Design vga_timing_gen_flat, sky130hd; sources not shown.
Fig. 1: logic cells by family
Scale bar: 20 µm.
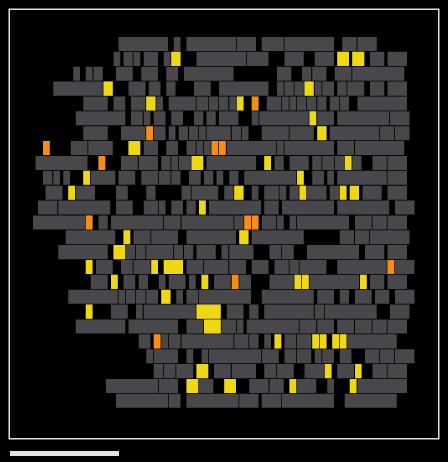
legend:
  yellow:
    family: nor cells
    cells: 48
  orange:
    family: inv cells
    cells: 12
logic share of the area: 0.408
Commonest Layout Cell: nand2_1

Fig. 2: cells colored by class
Scale bar: 20 µm. Fill, decap, tap and diode cells in gray.
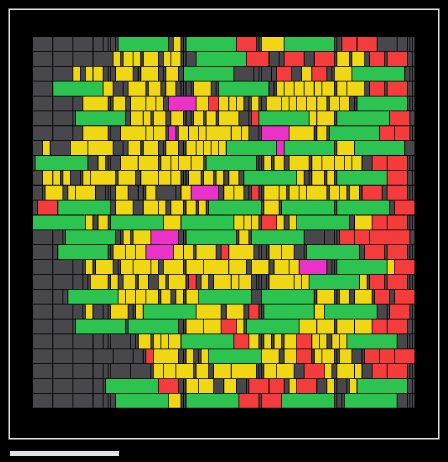
legend:
  magenta:
    class: clock drivers and dummy loads
    cells: 8
    share_of_their_area: 2.6%
  yellow:
    class: remaining logic cells
    cells: 245
    share_of_their_area: 43%
  green:
    class: registers
    cells: 53
    share_of_their_area: 39%
  red:
    class: remaining buffers and delay cells
    cells: 61
    share_of_their_area: 15%
fraction of area in registers: 0.383
Site Rows: 25
Layout Cell Area excl Fill: 3550 µm²

Fig. 3: placed standard cells
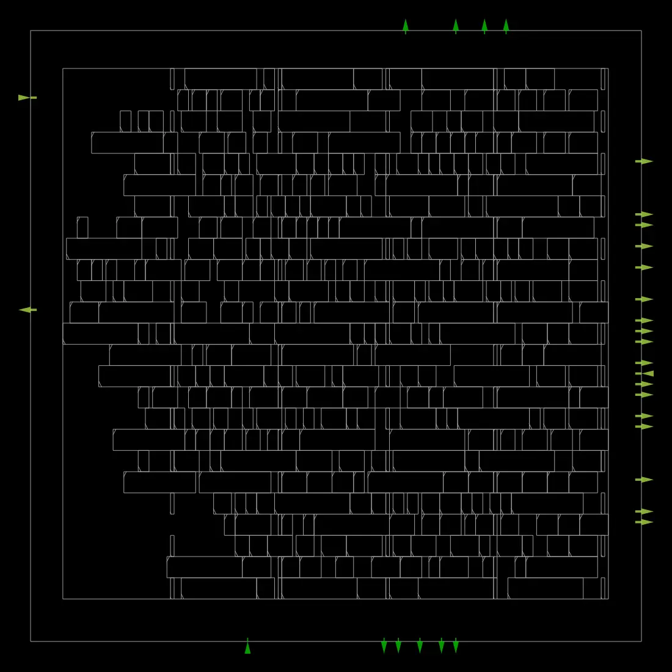
total core area: 4750 µm²
Layout fillers: 348
final non-filler cell total: 434
final core occ: 0.746
flop count: 53

==> flow_summary.toml <==
# physical design summary
[status]
status = "finished, final reports clean"

[clocking]
htree_levels = 2
cts_setup_buffers = 0
hold_buffers = 0
clock_path_buffers = 2
path_clk_slew_ns = 0.09
cts_buffers = 5
ctsResizeCount = 0
root_buffer = "clkbuf_8"
cts_sinks = 53
worstSkewPairLatency_ns = 0.31
cts_tree = "yes"

[critical_path]
crit_fanout = 9
reg2reg_depth = 8
crit_arrival_ns = 3.66
path_depth = 8
cp_slowest_cell = "clkdlybuf4s50_1"
endpoint_kind = "register"
start_kind = "input port"
required_ns = 7.68
critPathKind = "input port to register"
crit_chain = "clkdlybuf4s50_1 > and4_1 > clkbuf_1 > nand3_1 > clkinv_1 > nand3_1 > mux2i_1 > a21oi_1"
crit_buf_inv = 3
ff2ff_setup_slack_ns = 4.66
max_stage_delay_ns = 0.60
critPathMostFrequentCell = "nand3_1"
critPathTopFamily = "buffers and inverters"

[placement]
dp.cells = 426
dp_hpwl_um = 4360
place_ws_ns = 3.72
dpl_cell_area_um2 = 3460
numPortBuffers = 29

[floorplan]
pin_count = 30
fp_util = 0.644
die_h_um = 78.3
dieArea_um2 = 6130
dieWidth_um = 78.3

[routing]
vias = 2407
dr.pass1.iters = 5
antenna_left = 0
via_per_inst = 5.55
drcViolationCount = 0
wl_um = 5880
drt_iter0_markers = 128
routedWlPerCell_um = 13.5

[grt]
grt_max_degree = 35
grt_pass1_vias = 2381
grt_use_total = 0.213
antenna_found_initial = 0
grt_pass1_wl_um = 10600
grt-ovfl-total = 0

[timing]
finalSetupViolations = 0
fmax_mhz = 279
hold_viol = 0
tightest_slew_ns = 0.619
setup-tns-final_ns = 0
hold_ws_ns = 0.406
post-route-period-util = 0.471
worst_slack_ns = 4.02
post-route-min-period_ns = 3.58
rsz0062_at_grt = "false"
slew_violations = 0
relSlewSlack = 0.584

[yosys]
top_cells_by_count = "nand2_1 (37), nor2_1 (28), dfrtp_1 (27)"
mux_share = 0.0200
syn_inst = 329
yosys.area_share.simple = 0.241
synth_area_leader_cell = "dfstp_2"
synth-async-reset-ratio = 1.00
synth_cell_types = 48
ys_sh_xor = 0.0715
ys_seq_share = 0.443
edf_count = 0
yosys_warnings = 0
ys_top_logic_family = "simple AND/OR/NAND/NOR gates"
synth_flops = 53
ys_sh_aoi = 0.0911
synth_nets = 344
topCellsByArea = "dfstp_2 (22%), dfrtp_1 (22%), buf_4 (5.6%)"
ys_chip_area_um2 = 3060
top_cell = "nand2_1"
adder_share = 0.0490
avgSynthCellArea_um2 = 9.31
netlist.area_leader.share = 0.223
yosys-stat-cells = 329
synthFlopType = "dfrtp_1"
syn-cell-area_um2 = 3060

[pwr]
ir_worst_vdd_mv = 0.138
p_leak_nw = 1.53
powerDensity_nw_per_um2 = 180
power_uw = 638
power_frac_clock = 0.255
p_comb_frac = 0.184
seq_power_share = 0.561
intPower_uw = 465
power.switching_uw = 172
p_sw_frac = 0.270

[layout]
final_cell_mix = "nand2_1 (37), clkdlybuf4s50_1 (29), nor2_1 (28)"
antenna_cells = 0
nNetsFinal = 381
drive_gt1_frac = 0.174
syn2layout_area_growth_pct = 15.8

[run]
warning_count = 32
maxCapViolations = 0

[min_path]
holdPathStages = 2
hp-class = "register to register"
-- final cells by class --
type	count	area, µm²	share of cell area
buffer	31	213	0.0599
clock buffer	8	90.1	0.0254
sequential	53	1360	0.383
inverter	12	45.0	0.0127
tap	67	83.8	0.0236
multi-input combinational	233	1450	0.408
timing repair buffer	30	310	0.0874
-- power by group through the flow --
stage,clock network (mW),logic (mW),registers (mW)
finish,0.163,0.117,0.358
global route,0.179,0.131,0.363
CTS,0.167,0.119,0.357
detailed placement,0,0.118,0.363
global placement,0,0.111,0.361
floorplan,0,0.0805,0.354
-- per-layer routing --
metal | vias up | part of all wire | track usage
li1 | 1192 | - | -
met1 | 1142 | 0.45 | 0.270
met2 | 66 | 0.49 | 0.374
met3 | 7 | 0.055 | 0.0401
met4 | 0 | 0.0087 | 0.0542
met5 | - | 0 | 0
Power and IR drop assume default switching activity.
